==> src/rtl/mult_pkg.sv <==
// Shared definitions for the sequential shift-add multiplier: FSM encoding and WIDTH bounds.
// No logic, no latency; imported by the multiplier top.
package mult_pkg;

  typedef enum logic [1:0] {
    IDLE = 2'd0,
    BUSY = 2'd1,
    DONE = 2'd2
  } state_t;

  localparam int WIDTH_MIN = 2;
  localparam int WIDTH_MAX = 32;

endpackage

==> src/rtl/adder_n.sv <==
// N-bit ripple-carry adder chained from full_adder cells.
// Combinational, zero latency, no handshake.
module adder_n #(
  parameter int N = 9
) (
  input  logic [N-1:0] a,
  input  logic [N-1:0] b,
  input  logic         cin,
  output logic [N-1:0] sum,
  output logic         cout
);

  logic [N:0] carry;

  assign carry[0] = cin;

  for (genvar i = 0; i < N; i++) begin : g_bit
    full_adder u_fa (
      .a   (a[i]),
      .b   (b[i]),
      .cin (carry[i]),
      .sum (sum[i]),
      .cout(carry[i+1])
    );
  end

  assign cout = carry[N];

endmodule

==> src/rtl/full_adder.sv <==
// One-bit full adder cell, purely combinational (zero latency, no handshake).
module full_adder (
  input  logic a,
  input  logic b,
  input  logic cin,
  output logic sum,
  output logic cout
);

  logic p;

  assign p    = a ^ b;
  assign sum  = p ^ cin;
  assign cout = (a & b) | (cin & p);

endmodule

==> src/rtl/seq_multiplier_n.sv <==
// Shift-add multiplier, unsigned or two's complement per transaction; WIDTH cycles accept-to-result.
// Accepts only in IDLE; the result is held in DONE for as long as out_ready stays low.
module seq_multiplier_n
  import mult_pkg::*;
#(
  parameter int WIDTH = 8
) (
  input  logic               clk,
  input  logic               rst_n,
  input  logic               in_valid,
  output logic               in_ready,
  input  logic [WIDTH-1:0]   a,
  input  logic [WIDTH-1:0]   b,
  input  logic               signed_mode,
  output logic               out_valid,
  input  logic               out_ready,
  output logic [2*WIDTH-1:0] product
);

  localparam int CW = $clog2(WIDTH);

  if (WIDTH < WIDTH_MIN || WIDTH > WIDTH_MAX) begin : g_bad_width
    $error("seq_multiplier_n: WIDTH outside legal range");
  end

  state_t               state_q, state_d;
  logic [2*WIDTH:0]     acc_q, acc_d;
  logic [WIDTH-1:0]     mcand_q, mcand_d;
  logic [WIDTH-1:0]     mplier_q, mplier_d;
  logic [CW-1:0]        cnt_q, cnt_d;
  logic                 neg_q, neg_d;
  logic                 out_valid_q, out_valid_d;
  logic [2*WIDTH-1:0]   product_q, product_d;

  logic [WIDTH-1:0]     a_mag, b_mag;
  logic [WIDTH:0]       addend, add_sum;
  logic                 add_co;
  logic [2*WIDTH+1:0]   acc_wide;
  logic [2*WIDTH:0]     acc_shift;
  logic [2*WIDTH-1:0]   prod_mag;
  logic                 last_bit;

  // -2^(WIDTH-1) negates to itself, which read unsigned is the correct magnitude.
  assign a_mag = (signed_mode && a[WIDTH-1]) ? (~a + WIDTH'(1)) : a;
  assign b_mag = (signed_mode && b[WIDTH-1]) ? (~b + WIDTH'(1)) : b;

  assign addend = mplier_q[0] ? {1'b0, mcand_q} : '0;

  adder_n #(.N(WIDTH + 1)) u_add (
    .a   (acc_q[2*WIDTH:WIDTH]),
    .b   (addend),
    .cin (1'b0),
    .sum (add_sum),
    .cout(add_co)
  );

  assign acc_wide  = {add_co, add_sum, acc_q[WIDTH-1:0]};
  assign acc_shift = (2*WIDTH+1)'(acc_wide >> 1);
  assign prod_mag  = acc_shift[2*WIDTH-1:0];
  assign last_bit  = (cnt_q == CW'(WIDTH - 1));

  always_comb begin
    state_d     = state_q;
    acc_d       = acc_q;
    mcand_d     = mcand_q;
    mplier_d    = mplier_q;
    cnt_d       = cnt_q;
    neg_d       = neg_q;
    out_valid_d = out_valid_q;
    product_d   = product_q;

    unique case (state_q)
      IDLE: begin
        if (in_valid) begin
          mcand_d  = a_mag;
          mplier_d = b_mag;
          neg_d    = signed_mode & (a[WIDTH-1] ^ b[WIDTH-1]);
          acc_d    = '0;
          cnt_d    = '0;
          state_d  = BUSY;
        end
      end
      BUSY: begin
        acc_d    = acc_shift;
        mplier_d = mplier_q >> 1;
        cnt_d    = cnt_q + CW'(1);
        if (last_bit) begin
          product_d   = neg_q ? (~prod_mag + (2*WIDTH)'(1)) : prod_mag;
          out_valid_d = 1'b1;
          state_d     = DONE;
        end
      end
      DONE: begin
        if (out_ready) begin
          out_valid_d = 1'b0;
          state_d     = IDLE;
        end
      end
      default: state_d = IDLE;
    endcase
  end

  always_ff @(posedge clk or negedge rst_n) begin
    if (!rst_n) begin
      state_q     <= IDLE;
      acc_q       <= '0;
      mcand_q     <= '0;
      mplier_q    <= '0;
      cnt_q       <= '0;
      neg_q       <= 1'b0;
      out_valid_q <= 1'b0;
      product_q   <= '0;
    end else begin
      state_q     <= state_d;
      acc_q       <= acc_d;
      mcand_q     <= mcand_d;
      mplier_q    <= mplier_d;
      cnt_q       <= cnt_d;
      neg_q       <= neg_d;
      out_valid_q <= out_valid_d;
      product_q   <= product_d;
    end
  end

  assign in_ready  = (state_q == IDLE);
  assign out_valid = out_valid_q;
  assign product   = product_q;

endmodule

==> config.mk <==
export PLATFORM = sky130hd
export DESIGN_NAME = seq_multiplier_n
export DESIGN_NICKNAME = d
export VERILOG_FILES = /design/src/rtl/mult_pkg.sv /design/src/rtl/adder_n.sv /design/src/rtl/full_adder.sv /design/src/rtl/seq_multiplier_n.sv
export SDC_FILE = /design/constraint.sdc
export NUM_CORES = 1
export LEC_CHECK = 0
export ABC_AREA = 1
export CORE_MARGIN = 2
export CORE_UTILIZATION = 25
export DETAILED_ROUTE_END_ITERATION = 10
export HOLD_SLACK_MARGIN = 0.15
export PLACE_DENSITY = 0.48
export SKIP_LAST_GASP = 1
export SLEW_MARGIN = 40
export SYNTH_ARGS = -nofsm -noshare
export SYNTH_HDL_FRONTEND = slang
export SYNTH_SLANG_ARGS = --single-unit
==> constraint.sdc <==
create_clock -name clk -period 5.35 [get_ports clk]
set_input_delay 1.07 -clock clk [delete_from_list [all_inputs] [get_ports clk]]
set_output_delay 1.07 -clock clk [all_outputs]
set_load 0.02 [all_outputs]
run_1/ff_map.png
Bar = 20 um.
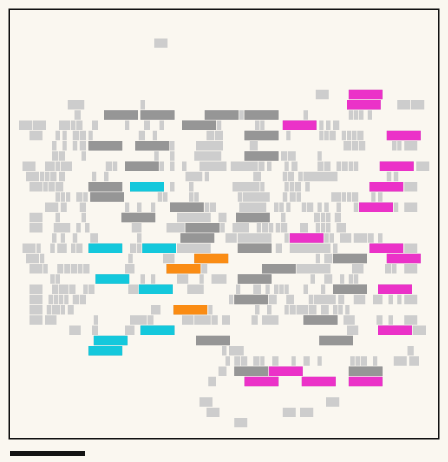
legend:
  `product`:
    color: magenta
    placed_flops: 16
  `cnt_q`:
    color: orange
    placed_flops: 3
  `mplier_q`:
    color: cyan
    placed_flops: 8
flop share of the area: 0.374
flip-flop and latch power: 0.000710 W

run_1/congestion_map.png
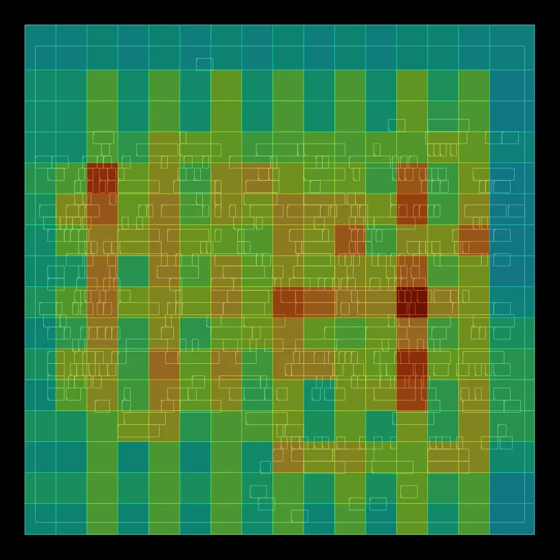
Global Route Usage Sum: 0.107
drt wl/cell: 11.9 um
fin util: 0.318
GR Util met2: 0.164
GRT met3 Usage: 0.0197

run_1/gates.png
Bar = 20 um.
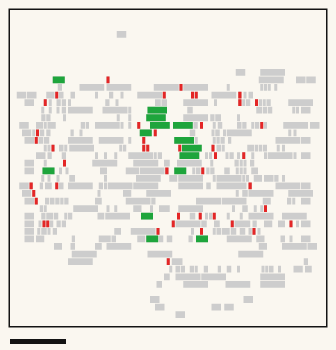
legend:
  inv cells:
    color: red
    cells: 45
    most_used: inv_1
  fa/ha/maj cells:
    color: green
    cells: 14
Comb/total area: 0.379
Finished Layout Cells: 541
most frequent logic cell in the layout: nand2_1

==> flow_summary.ini, run 1 <==
; synthesis and place-and-route metrics
[run_status]
status = complete, no violations

[cells_and_area]
clk_share = 0.0483
seq_cells = 55

[final_timing]
finalSetupTns_ns = 0
grt_setup_unrepaired = false
finalClockPeriodUsage = 0.755
hold_viol = 0

[worst_setup_path]
worstSetupPathType = flop to flop
crit_buf_inv = 3
critPathCaptureType = flop
crit_cells = 19
cp.arrival_ns = 4.27
crit_path_frequent_cell = fa_1

[logic_synthesis]
yosys_area_um2 = 3000
synthXorXnorAreaFrac = 0.0292
netlist_area_um2 = 3000
simple_gate_share = 0.226
async_flop_share = 1.00
top_logic_kind = simple AND/OR/NAND/NOR gates

[clock_network]
postCtsSetupBuffers = 0
insertion_delay_ns = 0.29
cts_resized = 0
path_clk_slew_ns = 0.07

[drt]
wirelength_um = 6460
antenna_left = 0
wl_met1_um = 3400

[floorplan]
ios = 39
die_w_um = 114
fp_util = 0.259

[flow_run]
cap_violations = 0

[placement]
hpwl_um = 4750
portBuffers = 38

[power_and_ir_drop]
p_clk_w = 0.000385
p_leak_nw = 1.77
pwr-share-seq = 0.315
swShare = 0.429
power.density_nw_per_um2 = 612

[hold_path]
holdPathStages = 2
min_path_type = flop to flop

[global_routing]
busiest_layer = met2
run_1/layers.png
Bar = 20 um.
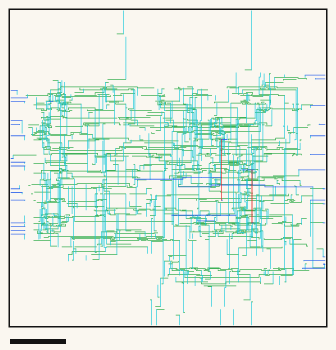

## Run 2: what changed since run 1
clock period = 4.1 ns   (was 5.35 ns; I/O delays follow)
run_2/layers.png
Bar = 20 um.
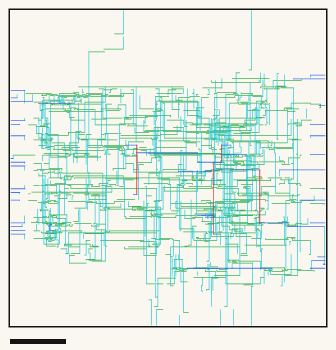
legend:
  M3:
    color: blue
    wire_length: 306 um
  M2:
    color: cyan
    wire_length: 3,000 um
  M1:
    color: green
    wire_length: 3,340 um
  M4:
    color: red
    wire_length: 68.7 um
drt wl/cell: 12.4 um
Global Route Usage Sum: 0.111
DRT Wirelength: 6720 um

run_2/congestion_map.png
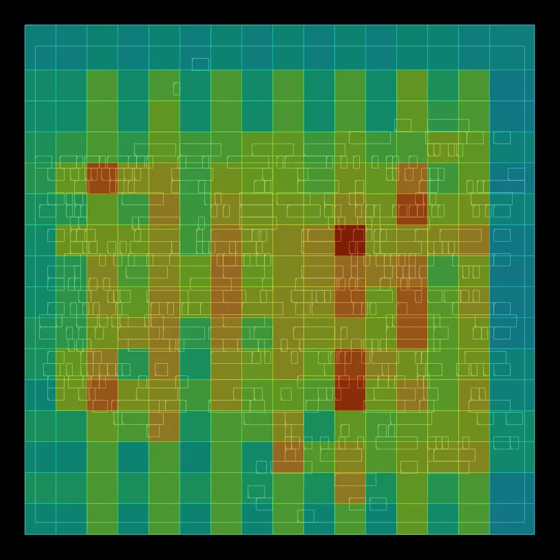
fin util: 0.319
GR Util met2: 0.174
GRT met3 Usage: 0.0223
met1 usage: 0.158

==> flow_summary.ini, run 2 <==
; synthesis and place-and-route metrics
[floorplan]
fp_util = 0.259
die_w_um = 114

[hold_path]
holdPathStages = 1

[cells_and_area]
seq_share = 0.373
sh_comb_area = 0.379
fin_cells = 542
seq_cells = 55
clk_share = 0.0472
lay_top_count = nand2_1

[final_timing]
hold_viol = 0
finalClockPeriodUsage = 0.933

[drt]
wl_met1_um = 3340

[clock_network]
postCtsSetupBuffers = 0
insertion_delay_ns = 0.29

[power_and_ir_drop]
p_leak_nw = 1.78
pwr-share-seq = 0.309
p_clk_w = 0.000498
seq_power_w = 0.000915
power.density_nw_per_um2 = 804
swShare = 0.431

[worst_setup_path]
r2r_slack_ns = 0.27
worstSetupPathType = flop to flop
crit_cells = 19
cp.arrival_ns = 4.06
crit_buf_inv = 3

[flow_run]
cap_violations = 0

[logic_synthesis]
netlist_area_um2 = 3000
synthXorXnorAreaFrac = 0.0292
simple_gate_share = 0.226
async_flop_share = 1.00
yosys_area_um2 = 3000
top_logic_kind = simple AND/OR/NAND/NOR gates

[global_routing]
busiest_layer = met2

[run_status]
status = complete, no violations

[placement]
hpwl_um = 4920
Power figures rest on the tool's default switching activity, not on a simulated workload.
